File: src/rtl/qam_pkg.sv
// Shared definitions for the QAM symbol mapper: mode encodings, Q2.14 level
// constants and the Gray-coded bit-group to constellation-point function.
package qam_pkg;

    typedef enum logic [1:0] {
        MOD_BPSK  = 2'd0,
        MOD_QPSK  = 2'd1,
        MOD_QAM16 = 2'd2,
        MOD_QAM64 = 2'd3
    } qam_mode_e;

    // Q2.14 magnitudes, 16384 = 1.0, normalised to unit average power per mode
    localparam logic [15:0] LVL_BPSK  = 16'h4000;
    localparam logic [15:0] LVL_QPSK  = 16'h2D41;
    localparam logic [15:0] LVL16_L1  = 16'h143D;
    localparam logic [15:0] LVL16_L3  = 16'h3CB7;
    localparam logic [15:0] LVL64_L1  = 16'h09E0;
    localparam logic [15:0] LVL64_L3  = 16'h1DA0;
    localparam logic [15:0] LVL64_L5  = 16'h3161;
    localparam logic [15:0] LVL64_L7  = 16'h4521;

    typedef struct packed {
        logic [15:0] im;
        logic [15:0] re;
    } qam_point_t;

    function automatic logic [15:0] signed_level(input logic pos, input logic [15:0] mag);
        return pos ? mag : (~mag + 16'd1);
    endfunction

    // Gray code: MSB is the sign (1 = positive), remaining bits pick the magnitude
    function automatic logic [15:0] level_16qam(input logic [1:0] b);
        return signed_level(b[1], b[0] ? LVL16_L1 : LVL16_L3);
    endfunction

    function automatic logic [15:0] level_64qam(input logic [2:0] b);
        logic [15:0] mag;
        case (b[1:0])
            2'b00:   mag = LVL64_L7;
            2'b01:   mag = LVL64_L5;
            2'b11:   mag = LVL64_L3;
            default: mag = LVL64_L1;
        endcase
        return signed_level(b[2], mag);
    endfunction

    function automatic qam_point_t qam_map(input logic [5:0] bits, input qam_mode_e mode);
        qam_point_t p;
        case (mode)
            MOD_BPSK: begin
                p.re = signed_level(~bits[0], LVL_BPSK);
                p.im = 16'h0000;
            end
            MOD_QPSK: begin
                p.re = signed_level(~bits[0], LVL_QPSK);
                p.im = signed_level(~bits[1], LVL_QPSK);
            end
            MOD_QAM16: begin
                p.re = level_16qam(bits[1:0]);
                p.im = level_16qam(bits[3:2]);
            end
            default: begin
                p.re = level_64qam(bits[2:0]);
                p.im = level_64qam(bits[5:3]);
            end
        endcase
        return p;
    endfunction

endpackage

File: src/rtl/qam_out_fifo.sv
// First-word-fall-through output FIFO; the head entry is visible on rd_data
// whenever the FIFO is not empty, and rd_data reads zero when it is.
module qam_out_fifo #(
    parameter int DW2   = 32,
    parameter int DEPTH = 4
) (
    input  logic                     CLK_I,
    input  logic                     RST_I,
    input  logic                     wr_en,
    input  logic [DW2-1:0]           wr_data,
    input  logic                     rd_en,
    output logic [DW2-1:0]           rd_data,
    output logic [$clog2(DEPTH):0]   count,
    output logic                     full,
    output logic                     empty
);

    localparam int AW = $clog2(DEPTH);

    logic [DW2-1:0] mem [DEPTH];
    logic [AW-1:0]  wr_ptr;
    logic [AW-1:0]  rd_ptr;
    logic           do_push;
    logic           do_pop;

    assign do_pop  = rd_en & ~empty;
    assign do_push = wr_en & (~full | do_pop);

    // NOTE: storage has no reset; validity is tracked by count, so clearing it would only add reset fan-out.
    always_ff @(posedge CLK_I) begin
        if (do_push) mem[wr_ptr] <= wr_data;
    end

    always_ff @(posedge CLK_I or posedge RST_I) begin
        if (RST_I) begin
            wr_ptr <= '0;
            rd_ptr <= '0;
            count  <= '0;
        end else begin
            if (do_push) wr_ptr <= wr_ptr + 1'b1;
            if (do_pop)  rd_ptr <= rd_ptr + 1'b1;
            case ({do_push, do_pop})
                2'b10:   count <= count + 1'b1;
                2'b01:   count <= count - 1'b1;
                default: count <= count;
            endcase
        end
    end

    assign full    = (count == (AW+1)'(DEPTH));
    assign empty   = (count == '0);
    assign rd_data = empty ? '0 : mem[rd_ptr];

endmodule

File: src/rtl/qam_mapper.sv
// Per-symbol selectable BPSK/QPSK/16QAM/64QAM mapper with a credit-controlled
// input stage and a FWFT output FIFO towards the IFFT buffer.
module qam_mapper
    import qam_pkg::*;
#(
    parameter int DW    = 16,
    parameter int DEPTH = 4
) (
    input  logic            CLK_I,
    input  logic            RST_I,
    input  logic [5:0]      DAT_I,
    input  logic [1:0]      MOD_I,
    input  logic            CYC_I,
    input  logic            STB_I,
    input  logic            WE_I,
    output logic            ACK_O,
    output logic [2*DW-1:0] DAT_O,
    output logic            CYC_O,
    output logic            STB_O,
    output logic            WE_O,
    input  logic            ACK_I
);

    localparam int AW = $clog2(DEPTH);

    logic            ena;
    logic            s1_valid;
    logic [5:0]      s1_dat;
    qam_mode_e       s1_mod;
    qam_point_t      point;
    logic [DW-1:0]   im_w;
    logic [DW-1:0]   re_w;
    logic [AW:0]     fifo_count;
    logic            fifo_full;
    logic            fifo_empty;
    logic [AW+1:0]   occupancy;

    assign ena = CYC_I & STB_I & WE_I;

    // The symbol in stage 1 already owns a FIFO slot, so it counts against the credit
    assign occupancy = {1'b0, fifo_count} + {{(AW+1){1'b0}}, s1_valid};
    assign ACK_O     = ena & ~fifo_full & (occupancy < (AW+2)'(DEPTH));

    // NOTE: state registers use non-blocking assignment so every flop samples pre-edge values.
    always_ff @(posedge CLK_I or posedge RST_I) begin
        if (RST_I) begin
            s1_valid <= 1'b0;
            s1_dat   <= '0;
            s1_mod   <= MOD_BPSK;
        end else begin
            s1_valid <= ACK_O;
            if (ACK_O) begin
                s1_dat <= DAT_I;
                s1_mod <= qam_mode_e'(MOD_I);
            end
        end
    end

    assign point = qam_map(s1_dat, s1_mod);

    generate
        if (DW >= 16) begin : g_extend
            assign im_w = DW'($signed(point.im));
            assign re_w = DW'($signed(point.re));
        end else begin : g_truncate
            assign im_w = point.im[15 -: DW];
            assign re_w = point.re[15 -: DW];
        end
    endgenerate

    qam_out_fifo #(
        .DW2   (2*DW),
        .DEPTH (DEPTH)
    ) u_fifo (
        .CLK_I   (CLK_I),
        .RST_I   (RST_I),
        .wr_en   (s1_valid),
        .wr_data ({im_w, re_w}),
        .rd_en   (STB_O & ACK_I),
        .rd_data (DAT_O),
        .count   (fifo_count),
        .full    (fifo_full),
        .empty   (fifo_empty)
    );

    assign STB_O = ~fifo_empty;
    assign WE_O  = STB_O;

    // Downstream cycle stays open until every accepted symbol has been handed over
    always_ff @(posedge CLK_I or posedge RST_I) begin
        if (RST_I) begin
            CYC_O <= 1'b0;
        end else if (CYC_I) begin
            CYC_O <= 1'b1;
        end else if (~s1_valid & fifo_empty) begin
            CYC_O <= 1'b0;
        end
    end

endmodule

File: config.mk
export PLATFORM = sky130hd
export DESIGN_NAME = qam_mapper
export DESIGN_NICKNAME = d
export VERILOG_FILES = /design/src/rtl/qam_pkg.sv /design/src/rtl/qam_out_fifo.sv /design/src/rtl/qam_mapper.sv
export SDC_FILE = /design/constraint.sdc
export NUM_CORES = 1
export LEC_CHECK = 0
export CAP_MARGIN = 10
export CORE_ASPECT_RATIO = 1.2
export CORE_MARGIN = 2
export CORE_UTILIZATION = 45
export DETAILED_ROUTE_END_ITERATION = 6
export PLACE_DENSITY_LB_ADDON = 0.15
export SLEW_MARGIN = 20
export SYNTH_ARGS = -nofsm -noshare
export SYNTH_HDL_FRONTEND = slang
export SYNTH_SLANG_ARGS = --single-unit
File: constraint.sdc
create_clock -name CLK_I -period 2.3 [get_ports CLK_I]
set_input_delay 0.69 -clock CLK_I [delete_from_list [all_inputs] [get_ports CLK_I]]
set_output_delay 0.69 -clock CLK_I [all_outputs]
set_load 0.005 [all_outputs]
Fig. 1: run 1, sequential cells grouped by signal name
Scale: 4 px per um.
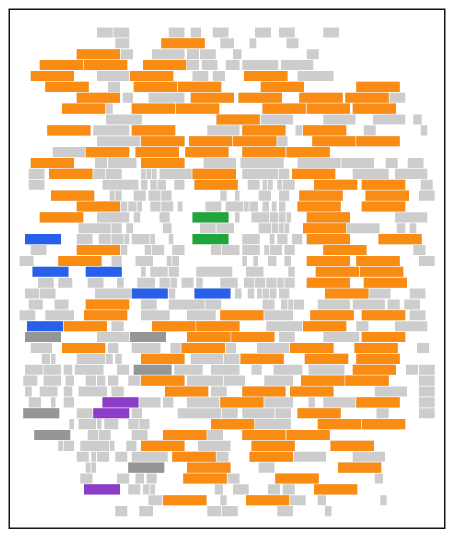
color	name in the netlist	placed flops
purple	u_fifo.count	3
green	s1_mod	2
orange	u_fifo.mem	116
blue	s1_dat	6
not colored	6
Core Util, Final: 60.66%
sequential cell area share: 50.66%

Fig. 2: run 1, floorplan with the power grid
Scale: 3 px per um. Pins as bars on the die edge.
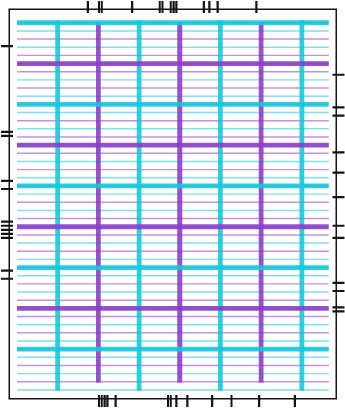
color	net
purple	VDD
cyan	VSS
met5 straps	9
signal pins	50

==> ci_impl_report.md, run 1 <==
## Implementation flow summary

| Metric | Value |
|---|---|
| Critical Path Sink | `DAT_O[20]` |
| Depth of the CTS H-tree | `4` |
| Number of iterations in the first detailed-routing pass | `5` |
| Final hold viol count | `0` |
| Hpwl dp | `7.056 mm` |
| Initial DRC Count | `117` |
| Die ar. | `14,030 sq um` |
| DRC Markers | `0` |
| Status | `complete, but fails checks` |
| Yosys stat area | `5894 sq um` |
| Crit share post-route | `115.1%` |
| Clock Power Share | `23.9%` |
| Total negative slack | `-8.509 ns` |
| Log Warnings | `40` |
| Number of port buffers | `49` |
| Setup crit start kind | `flop` |
| Fin cells | `625` |
| CP Data Arrival Time | `1.96 ns` |
| Init Core Util | `46.32%` |
| Worst Skew | `0.008638 ns` |
| Routability cong. | `0.7164` |
| Clock Path Buffers | `2` |
| Min Tclk post-route | `2.646 ns` |
| Layout cells sized above 1 | `38.39%` |
| Vias in the first global route | `3,425` |
| GRT Util Overall | `18.27%` |
| CTS Sinks | `133` |
| Unique cell types | `38` |
| CP max stage delay | `0.50 ns` |
| Yosys Instances | `355` |
| CTS Buf Count | `17` |
| GR Overflow Total | `0` |
| Global-route wire length before repair | `18.37 mm` |
| Reg2reg path depth | `10` |
| Nets | `481` |
| Rel. slew slack | `60.73%` |
| WP buf/inv | `4` |
| Detail Route Antenna Nets | `0` |
| Filler cells | `1,006` |
| Total power | `11.63 mW` |
| Syn Std Cell Area | `5894 sq um` |
| Final Slew Violations | `0` |
| Reg2reg start | `u_fifo.count[1]` |
| Area leader share | `59.10%` |
| Cell row count | `45` |
| Gate Count Post-Synth | `355` |
| Critical Path RT | `1.61 ns` |
| Floorplan Nets | `387` |
| CTS tree | `yes` |
| Failing checks | `setup timing` |
| RSZ-0062 raised after global routing | `true` |
| I/O pin cnt | `50` |
| #FFs+latches synth | `133` |
| Post-DR wirelength/cell | `18.37 um` |
| Fmax | `377.9 MHz` |
| Synth warn | `0` |
| Die X-Extent | `108.5 um` |
| Flop area | `3910 sq um` |
| Main area contributors | `edfxtp_1 59%, mux4_2 11%, dfrtp_1 7.2%` |
| Worst slew pin tran | `0.5890 ns` |
| Internal power | `8.139 mW` |
| Leakage | `2.928 nW` |
| ANT cells | `0` |
| Post-synth ARST share | `12.78%` |
| Via density | `5.254` |
| Vias | `3,284` |
| Placed Area | `6739 sq um` |
| Seq pwr share | `32.5%` |
| Total of max-cap violations | `0` |
| Area growth syn-to-layout | `30.95%` |
| Post-synth EDFFs | `116` |
| Clk_lat worst skew | `0.42 ns` |
| CP endpoint kind | `primary output` |
| Commonest Layout Cell | `edfxtp_1` |
| Cell mode on critical path | `buf_12` |
| Cell taking the most area after synthesis | `edfxtp_1` |
| Clock-pin slew on the worst setup and hold paths | `0.06 ns` |
| Logic area | `1847 sq um` |
| Power per cell area | `1507 nW/um^2` |
| RR Endpoint | `u_fifo.count[2]` |
| CP Launch Point | `u_fifo.rd_ptr[0]` |
| Worst setup margin | `-0.3462 ns` |
| CP Cell Sequence | `buf_12, buf_12, buf_12, mux4_2, and2_4, buf_6` |
| Critical path class | `flop to primary output` |
| Largest net degree at the start of global routing | `30` |
| Ys flop type | `edfxtp_1` |
| Antenna violations before repair | `0` |
| Root Driver | `clkbuf_16` |
| Most instantiated logic cells after routing | `116 x edfxtp_1, 38 x buf_6, 29 x mux4_2` |
| Switching share of power | `30.02%` |
| Final setup fails | `32` |
| Die H | `129.4 um` |
| Slowest CP cell | `mux4_2` |
| Delay-heaviest family, CP | `multiplexers` |
| Synth Seq Share | `66.31%` |
| P_sw | `3.490 mW` |
| Cells after DPL | `569` |
| Combinational cell fraction of total power | `43.6%` |
| HP Class | `input port to async pin` |
| Cell count along the critical path | `6` |
| Worst R2R Setup Slack | `0.16 ns` |
| Worst vdd ir | `0.6954 mV` |
| Syn_area_per_cell | `16.60 sq um` |
| Crit path max fanout | `4` |
| Total Wirelength | `11.48 mm` |
Fig. 3: run 1, clock distribution
Scale: 4 px per um.
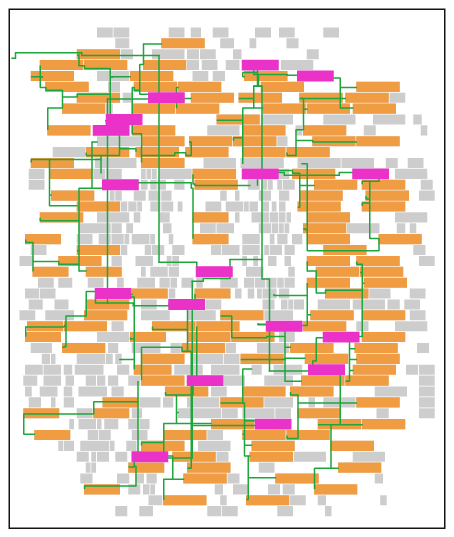
[green] clock wires | length: 1,590 um
[orange] flip-flops | count: 133
[magenta] cells driving clock nets | count: 17
routed clock nets	18

Fig. 4: run 1, placed cells, one color a class
Scale: 4 px per um. Fill, decap, tap and diode cells in gray.
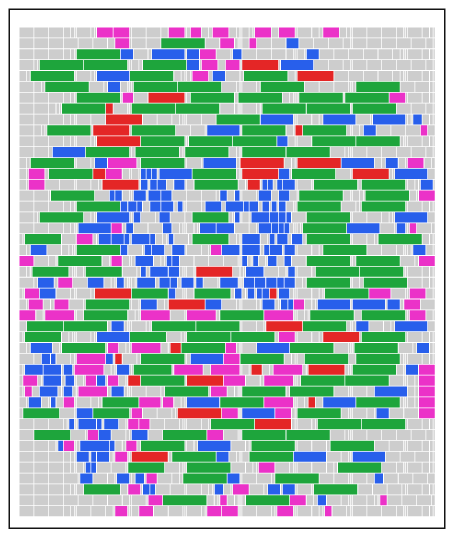
color	class	cells	share of their area
blue	all other logic	201	25%
magenta	other buffers and delay cells	96	14%
green	flip-flops	133	52%
red	clock drivers and dummy loads	31	8.1%
Final Instance Area: 7719 sq um
CORE AREA: 12,720 sq um

[run 1: power by group through the flow]
| stage | Combinational (mW) | Clock [mW] | Sequential, mW |
|---|---|---|---|
| final | 5.07 | 2.78 | 3.78 |
| after floorplan | 2.69 | 0 | 3.69 |
| after CTS | 5.04 | 2.83 | 3.78 |
| after global routing | 5.57 | 2.92 | 3.82 |
| after detailed placement | 4.23 | 0 | 3.83 |
| after global placement | 4.17 | 0 | 3.82 |
[run 1: layer usage]
metal	share of wire [%]	up-vias	GRT usage, %
met5	0	-	0
met4	1.9	0	7.240
met3	3.1	16	4.527
met2	54	54	31.65
met1	41	1684	21.92
li1	-	1530	-
[run 1: cells by family after synthesis]
logic type,after synthesis,share of synthesized area (%)
AND-OR/OR-AND,41,4.500
buffers and inverters,39,3.354
flip-flops,133,66.31
multiplexers,39,13.10
XOR/XNOR,16,2.378
AND/OR/NAND/NOR,69,6.410
adder cells (fa/ha/maj),18,3.948
[run 1: sequential cells by signal, summed over array words and instances, names as in the netlist]
signal         flops
u_fifo.wr_ptr      2
u_fifo.count       3
s1_mod             2
CYC_O              1
u_fifo.rd_ptr      2
s1_dat             6
u_fifo.mem       116
s1_valid           1
[run 1: worst register-to-register path: stages, from the launching register on]
cell and delay [ns]:
dfrtp_1 0.37, buf_4 0.13, buf_4 0.13, o41a_1 0.43, inv_1 0.07, ha_1 0.15, inv_1 0.05, fa_1 0.37
xor2_1 0.15, nor2_1 0.11, xnor2_1 0.12
[run 1: repair_timing]
| item | in CTS | in global routing |
|---|---|---|
| gates cloned | 2 | 0 |
| setup endpoints to repair | 35 | 33 |
| setup buffers | 25 | 4 |
| hold buffers | 0 | 0 |
| pin swaps | 27 | 1 |
| resized | 197 | 19 |
[run 1: synthesized netlist by cell type (2+ instances only)]
cell type / instances
dfrtp_1: 17
buf_6: 4
a21oi_1: 11
o21a_1: 3
inv_1: 18
a21boi_0: 3
mux2_2: 8
ha_1: 17
o21bai_1: 2
xor2_1: 8
mux4_2: 28
a21o_1: 2
o21ai_0: 9
nand2_1: 9
clkbuf_1: 8
and2_1: 34
a22oi_1: 4
nor2b_1: 4
xnor2_1: 8
buf_2: 5
edfxtp_1: 116
nor2_1: 10
buf_4: 4
o31ai_1: 2
nand2b_1: 3
nor3_1: 6
[run 1: metrics by stage]
| stage | hold WS [ns] | setup WS (ns) |
|---|---|---|
| final | 0.5209 | -0.3462 |
| after global routing | 0.5425 | -0.4086 |
| after CTS | 0.5124 | -0.3839 |
| after detailed placement | 0.5176 | -0.4649 |
| after global placement | 0.5021 | -0.4788 |
| after floorplan | 0.5017 | 0.1235 |
[run 1: cell type report]
class / count / share of cell area (%)
tap: 164 / 2.658
sequential: 133 / 50.66
clock buffer: 17 / 5.511
timing repair buffer: 96 / 13.96
multi-input combinational: 183 / 23.93
inverter: 18 / 0.8753
clock inverter: 14 / 2.415
==> run 2, diff against run 1 <==
--- a/config.mk
+++ b/config.mk
@@ -7,8 +7,9 @@
 export LEC_CHECK = 0
 export CAP_MARGIN = 10
 export CORE_ASPECT_RATIO = 1.2
-export CORE_MARGIN = 2
+export CORE_MARGIN = 3
 export CORE_UTILIZATION = 45
+export CTS_CLUSTER_SIZE = 28
 export DETAILED_ROUTE_END_ITERATION = 6
 export PLACE_DENSITY_LB_ADDON = 0.15
 export SLEW_MARGIN = 20
Fig. 5: run 2, sequential cells grouped by signal name
Scale: 4 px per um.
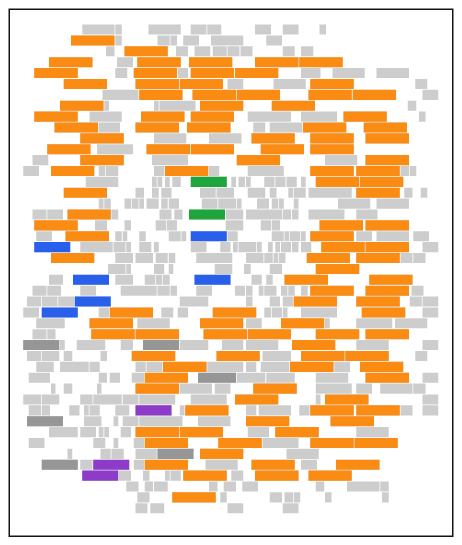
color	name in the netlist	placed flops
blue	s1_dat	6
purple	u_fifo.count	3
orange	u_fifo.mem	116
green	s1_mod	2
not colored	6
Flop area: 3910 sq um
sequential power: 3.75 mW
sequential cell area share: 51.50%

==> run 2 against run 1 <==
The run still ends with setup timing left. Register-to-register slack lost 0.05 ns. Setup slack gained 0.033 ns. Power shrank 2.7%. Cell area shrank 1.6%. Synthesized cell count is the same. Critical path type unchanged. Largest cell class unchanged.
==> ci_impl_report.md, run 2 <==
## Implementation flow summary

| Metric | Value |
|---|---|
| #FFs+latches synth | `133 (unchanged)` |
| Failing checks | `setup timing` |
| Critical path class | `flop to primary output` |
| Total of max-cap violations | `0 (unchanged)` |
| Place WS | `-0.4837 ns (-0.01886 ns)` |
| Filler cells | `993 (-1.3%)` |
| CP endpoint kind | `primary output` |
| RR Endpoint | `u_fifo.count[2]` |
| Synth warn | `0 (unchanged)` |
| Clock Path Buffers | `2 (unchanged)` |
| Synth Seq Share | `66.31% (unchanged)` |
| Worst slew pin tran | `0.4967 ns (-0.09234 ns)` |
| Top cells by count, synth | `116 x edfxtp_1, 34 x and2_1, 28 x mux4_2` |
| Rel. slew slack | `66.59% (+5.9 points)` |
| Placed Area | `6741 sq um (about the same)` |
| GRT Util Overall | `17.03% (-1.2 points)` |
| Init Core Util | `46.32% (unchanged)` |
| Crit path max fanout | `5 (+1)` |
| Nets | `477 (-0.83%)` |
| Yosys Instances | `355 (unchanged)` |
| I/O pin cnt | `50 (unchanged)` |
| Antenna violations before repair | `0 (unchanged)` |
| Main area contributors | `edfxtp_1 59%, mux4_2 11%, dfrtp_1 7.2%` |
| Final Instance Area | `7592 sq um (-1.6%)` |
| Reg2reg start | `u_fifo.count[1]` |
| DRC Markers | `0 (unchanged)` |
| Worst setup margin | `-0.3127 ns (+0.03347 ns)` |
| Worst Skew | `0.009551 ns (+0.0009131 ns)` |
| CTS tree | `yes` |
| CTS Sinks | `133 (unchanged)` |
| Global-route wire length before repair | `18.73 mm (+2.0%)` |
| Cell taking the most area after synthesis | `edfxtp_1` |
| Min Tclk post-route | `2.613 ns (-0.03347 ns)` |
| Post-synth EDFFs | `116 (unchanged)` |
| CP Data Arrival Time | `1.92 ns (-0.04 ns)` |
| Layout cells sized above 1 | `36.68% (-1.7 points)` |
| Post-synth ARST share | `12.78% (unchanged)` |
| Power per cell area | `1491 nW/um^2 (-1.1%)` |
| Routability cong. | `0.7383 (+3.1%)` |
| Commonest Layout Cell | `edfxtp_1` |
| Die H | `131.4 um (+1.5%)` |
| Ys flop type | `edfxtp_1` |
| Number of hold buffers added after cts | `0 (unchanged)` |
| Top reg by flops | `u_fifo.mem` |
| Fmax | `382.7 MHz (+1.3%)` |
| CORE AREA | `12,720 sq um (unchanged)` |
| Via density | `5.196 (-1.1%)` |
| Syn Std Cell Area | `5894 sq um (unchanged)` |
| Status | `complete, but fails checks` |
| Final Slew Violations | `0 (unchanged)` |
| Area leader share | `59.10% (unchanged)` |
| Clk_lat worst skew | `0.41 ns (about the same)` |
| Largest regs | `u_fifo.mem x116, s1_dat x6, u_fifo.count x3` |
| Total power | `11.32 mW (-2.7%)` |
| Cell row count | `45 (unchanged)` |
| Log Warnings | `40 (unchanged)` |
| Final hold viol count | `0 (unchanged)` |
| Reg2reg path depth | `10 (unchanged)` |
| Hpwl dp | `7.318 mm (+3.7%)` |
| Syn_area_per_cell | `16.60 sq um (unchanged)` |
| Die ar. | `14,510 sq um (+3.4%)` |
| Vias | `3,232 (-1.6%)` |
| HP Class | `input port to async pin` |
| RSZ-0062 raised after global routing | `true` |
| Worst R2R Setup Slack | `0.11 ns (-0.05 ns)` |
| Final setup fails | `32 (unchanged)` |
| Number of iterations in the first detailed-routing pass | `4 (-1)` |
| Critical Path RT | `1.61 ns (about the same)` |
| ANT cells | `0 (unchanged)` |
| CTS Buf Count | `17 (unchanged)` |
| Detail Route Antenna Nets | `0 (unchanged)` |
| Crit share post-route | `113.6% (-1.5 points)` |
| Initial DRC Count | `141 (+21%)` |
| Most common cell in the synthesized netlist | `edfxtp_1` |
| Gate Count Post-Synth | `355 (unchanged)` |
| Most instantiated logic cells after routing | `116 x edfxtp_1, 33 x buf_6, 29 x mux4_2` |
| Yosys stat area | `5894 sq um (unchanged)` |
| Core Util, Final | `59.67% (-0.99 points)` |
| Die X-Extent | `110.5 um (+1.8%)` |
| Depth of the CTS H-tree | `4 (unchanged)` |
| GR Overflow Total | `0 (unchanged)` |
| Floorplan Nets | `387 (unchanged)` |
| Total Wirelength | `11.72 mm (+2.1%)` |
| Clock-pin slew on the worst setup and hold paths | `0.06 ns (about the same)` |
| Area growth syn-to-layout | `28.80%` |
| Setup crit start kind | `flop` |
| Max FFs per register | `116 (unchanged)` |
| Unique cell types | `38 (unchanged)` |
| Vias in the first global route | `3,452 (+0.79%)` |
| Number of port buffers | `49 (unchanged)` |
| Post-DR wirelength/cell | `18.85 um (+2.6%)` |
| Worst vdd ir | `0.6266 mV (-9.9%)` |
| Leakage | `2.866 nW (-2.1%)` |
| Largest net degree at the start of global routing | `30 (unchanged)` |
| Root Driver | `clkbuf_16` |
-- run 2: cell counts after synthesis --
No cell type changed its count.
-- run 2: metal layers --
layer	wire, um	global-route usage [%]
met1	4808	20.57
met3	310	4.560
met5	0	0
met4	68	4.723
met2	6534	30.06
-- run 2: worst max path at each step --
stage,start,to,slack [ns],cells past startpoint
finish,u_fifo.rd_ptr[0],DAT_O[18],-0.31,6
global route,u_fifo.rd_ptr[0],DAT_O[16],-0.37,6
CTS,u_fifo.rd_ptr[0],DAT_O[18],-0.34,6
detailed placement,CYC_I,ACK_O,-0.48,5
global placement,CYC_I,ACK_O,-0.48,5
floorplan,ACK_I,u_fifo.count[2],0.12,8
-- run 2: worst max-delay path, cell delays in order, from the launching register on --
cell	delay [ns]
dfrtp_2	0.42
buf_12	0.14
buf_12	0.13
buf_8	0.12
mux4_2	0.42
and2_4	0.16
buf_6	0.11
-- run 2: layout make-up --
type / instances / area (sq um) / area share [%]
clock buffers: 23 / 457.9 / 6.032
clock inverters: 9 / 128.9 / 1.697
inverters: 18 / 67.56 / 0.8899
multi-input cells: 183 / 1842 / 24.26
flip-flops and latches: 133 / 3910 / 51.50
well taps: 164 / 205.2 / 2.703
repair buffers: 92 / 980.9 / 12.92
-- run 2: what timing repair did --
action | in CTS | in global routing
setup endpoints to repair | 35 | 34
gates resized | 184 | 30
buffers inserted | 14 | 8
pin swaps | 30 | 2
gates cloned | 3 | 0
-- run 2: logic make-up after synthesis --
logic type      count (synthesis)  synth area share [%]
flops                         133                 66.31
simple gates                   69                 6.410
compound gates                 41                 4.500
buf+inv                        39                 3.354
mux                            39                 13.10
fa+ha+maj                      18                 3.948
xor+xnor                       16                 2.378
-- run 2: stage by stage --
step                setup TNS, ns  hold WS (ns)  std cells
global route               -9.491        0.5346        622
global placement           -4.246        0.5027        571
floorplan                       0        0.5017        355
detailed placement         -4.532        0.5335        571
CTS                        -8.672        0.5248        619
finish                     -7.501        0.5262        622
-- run 2: power breakdown --
group,internal [mW],switching (mW),total [mW]
sequential,3.51,0.242,3.75
combinational,2.66,2.24,4.90
clock,1.73,0.937,2.67
total,7.90,3.42,11.3
==> run 3, diff against run 2 <==
--- a/config.mk
+++ b/config.mk
@@ -6,13 +6,11 @@
 export NUM_CORES = 1
 export LEC_CHECK = 0
 export CAP_MARGIN = 10
-export CORE_ASPECT_RATIO = 1.2
 export CORE_MARGIN = 3
 export CORE_UTILIZATION = 45
 export CTS_CLUSTER_SIZE = 28
 export DETAILED_ROUTE_END_ITERATION = 6
 export PLACE_DENSITY_LB_ADDON = 0.15
-export SLEW_MARGIN = 20
 export SYNTH_ARGS = -nofsm -noshare
 export SYNTH_HDL_FRONTEND = slang
 export SYNTH_SLANG_ARGS = --single-unit
Fig. 6: run 3, floorplan with the power grid
Scale: 3 px per um. Pins as bars on the die edge.
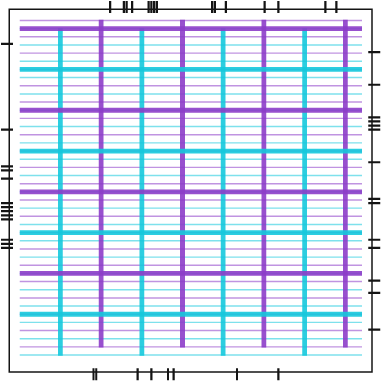
color	net
cyan	VSS
purple	VDD
signal pins	50
met4 straps	8
met5 straps	8
Die X-Extent: 120.5 um
CORE AREA: 12,720 sq um
Die H: 120.5 um
worst vdd ir: 0.5524 mV

==> run 3 against run 2 <==
The flow still finishes with violations (setup timing). Final cell count grew 0.32%. Register-to-register slack improved by 0.07 ns. Die area barely moved. Synthesized area is the same. Setup slack better by 0.023 ns.
==> ci_impl_report.md, run 3 <==
## Implementation flow summary

| Metric | Value |
|---|---|
| Status | `complete, but fails checks` |
| Failing checks | `setup timing` |
| Antenna violations before repair | `0 (unchanged)` |
| Crit share post-route | `112.6% (-1.0 points)` |
| Fmax | `386.1 MHz (+0.89%)` |
| Place WS | `-0.4382 ns (+0.04552 ns)` |
| ANT cells | `0 (unchanged)` |
| Vias | `3,239 (+0.22%)` |
| Log Warnings | `40 (unchanged)` |
| Top cells by count, synth | `116 x edfxtp_1, 34 x and2_1, 28 x mux4_2` |
| RR Endpoint | `u_fifo.count[2]` |
| CP max stage delay | `0.48 ns (+0.06 ns)` |
| HP Class | `flop to flop` |
| Filler cells | `1,017 (+2.4%)` |
| Clock Path Buffers | `2 (unchanged)` |
| Yosys Instances | `355 (unchanged)` |
| CTS tree | `yes` |
| Total Wirelength | `11.78 mm (+0.51%)` |
| Post-DR wirelength/cell | `18.88 um (+0.19%)` |
| Crit path max fanout | `5 (unchanged)` |
| CTS Sinks | `133 (unchanged)` |
| Commonest Layout Cell | `edfxtp_1` |
| Min Hold Slack | `0.5387 ns (+0.01252 ns)` |
| Main area contributors | `edfxtp_1 59%, mux4_2 11%, dfrtp_1 7.2%` |
| Cells after DPL | `576 (+0.88%)` |
| Critical Path RT | `1.61 ns (about the same)` |
| CP endpoint kind | `primary output` |
| Cell taking the most area after synthesis | `edfxtp_1` |
| Synth Area in Simple Gates | `6.411% (unchanged)` |
| Worst setup margin | `-0.2898 ns (+0.02295 ns)` |
| CTS Buf Count | `17 (unchanged)` |
| Met3 Use GR | `4.584% (+0.024 points)` |
| Global-route wire length before repair | `18.84 mm (+0.56%)` |
| Final Slew Violations | `0 (unchanged)` |
| GR Util met2 | `29.37% (-0.69 points)` |
| Critical path class | `flop to primary output` |
| Rel. slew slack | `63.29% (-3.3 points)` |
| Synth warn | `0 (unchanged)` |
| Number of iterations in the first detailed-routing pass | `4 (unchanged)` |
| Post-synth EDFFs | `116 (unchanged)` |
| Clock-pin slew on the worst setup and hold paths | `0.05 ns (about the same)` |
| Final setup fails | `33 (+3.1%)` |
| Total of max-cap violations | `0 (unchanged)` |
| DRC Markers | `0 (unchanged)` |
| Met1 GRT Util | `23.01% (+2.4 points)` |
| Detail Route Antenna Nets | `0 (unchanged)` |
| Worst slew pin tran | `0.5449 ns (+0.04821 ns)` |
| GR Overflow Total | `0 (unchanged)` |
| Hpwl dp | `6.954 mm (-5.0%)` |
| Top reg by flops | `u_fifo.mem` |
| Synth Seq Share | `66.31% (unchanged)` |
| Largest regs | `u_fifo.mem x116, s1_dat x6, u_fifo.count x3` |
| Unique cell types | `38 (unchanged)` |
| Flop area | `3910 sq um (unchanged)` |
| Syn Std Cell Area | `5894 sq um (unchanged)` |
| Largest net degree at the start of global routing | `30 (unchanged)` |
| FA/HA/MAJ Cells, Area Fraction | `3.948% (unchanged)` |
| Clk_lat worst skew | `0.41 ns (about the same)` |
| Power per cell area | `1512 nW/um^2 (+1.5%)` |
| RSZ-0062 raised after global routing | `true` |
| Nets | `472 (-1.0%)` |
| Reg2reg start | `u_fifo.count[0]` |
| Cell row count | `41 (-8.9%)` |
| Depth of the CTS H-tree | `4 (unchanged)` |
| XOR/XNOR Area Share | `2.377% (unchanged)` |
| I/O pin cnt | `50 (unchanged)` |
| #FFs+latches synth | `133 (unchanged)` |
| Floorplan Nets | `387 (unchanged)` |
| Worst Skew | `0.01001 ns (+0.0004616 ns)` |
| Mux cell area share | `13.10% (unchanged)` |
| Init Core Util | `46.33% (about the same)` |
| Min Tclk post-route | `2.590 ns (-0.02295 ns)` |
| Post-synth ARST share | `12.78% (unchanged)` |
| Top logic family | `multiplexers` |
| Setup crit start kind | `flop` |
| Final hold viol count | `0 (unchanged)` |
| Die ar. | `14,510 sq um (about the same)` |
| Yosys aoi share | `4.500% (unchanged)` |
| Layout cells sized above 1 | `36.50% (-0.18 points)` |
| GRT Util Overall | `17.74% (+0.71 points)` |
| Number of port buffers | `49 (unchanged)` |
| CP Data Arrival Time | `1.90 ns (-0.02 ns)` |
| Syn_area_per_cell | `16.60 sq um (unchanged)` |
| Most common cell in the synthesized netlist | `edfxtp_1` |
| Max FFs per register | `116 (unchanged)` |
| Leakage | `2.907 nW (+1.4%)` |
| Yosys stat area | `5894 sq um (unchanged)` |
| Area leader share | `59.10% (unchanged)` |
run 3: layout make-up:
type / count / share of cell area (%)
clock inverter: 11 / 2.069
multi-input combinational: 183 / 24.08
inverter: 18 / 0.8799
tap: 172 / 2.803
timing repair buffer: 87 / 13.56
sequential: 133 / 50.92
clock buffer: 20 / 5.687
run 3: logic make-up (layout without fill, tap and decap cells):
logic type,after synthesis,count (layout)
flip-flops,133,133
adder cells (fa/ha/maj),18,18
AND/OR/NAND/NOR,69,69
AND-OR/OR-AND,41,41
buffers and inverters,39,136
XOR/XNOR,16,16
multiplexers,39,39
run 3: routing by layer:
layer | vias to the layer above | share of wire, %
met5 | - | 0
met4 | 0 | 1.3
met3 | 14 | 4.0
met2 | 73 | 52
met1 | 1643 | 43
li1 | 1509 | -
run 3: what timing repair did:
action | in CTS | in global routing
endpoints found under the hold margin | 0 | 0
buffers inserted | 12 | 1
cloned | 7 | 0
setup endpoints to repair | 35 | 35
hold buffers | 0 | 0
resized | 197 | 14
pin swaps | 31 | 0
run 3: how the worst max path moves through the flow:
stage | from | end | slack [ns]
2_1_floorplan | ACK_I | u_fifo.count[2] | 0.12
3_3_place_gp | CYC_I | ACK_O | -0.43
3_5_place_dp | CYC_I | ACK_O | -0.44
4_1_cts | u_fifo.rd_ptr[0] | DAT_O[19] | -0.32
5_1_grt | u_fifo.rd_ptr[0] | DAT_O[12] | -0.39
6_report | u_fifo.rd_ptr[0] | DAT_O[19] | -0.29
run 3: metrics by stage:
step	total power [mW]	cell area [sq um]	TNS, ns
4_1_cts	11.67	7684	-8.358
3_3_place_gp	7.975	6729	-4.819
6_report	11.61	7679	-7.051
2_1_floorplan	6.377	5894	0
5_1_grt	12.28	7679	-9.339
3_5_place_dp	8.097	6729	-5.050
run 3: worst max-delay path, delay by kind of cell (launching register included):
family        cells  cell delay (ns)
buf+inv           4             0.48
simple gates      1             0.15
flops             1             0.37
mux               1             0.48
run 3: report_power, final:
part,internal (mW),total (mW),switching (mW)
sequential,3.51,3.77,0.267
combinational,2.80,5.11,2.32
clock,1.79,2.73,0.935
Power figures rest on the tool's default switching activity, not on a simulated workload.
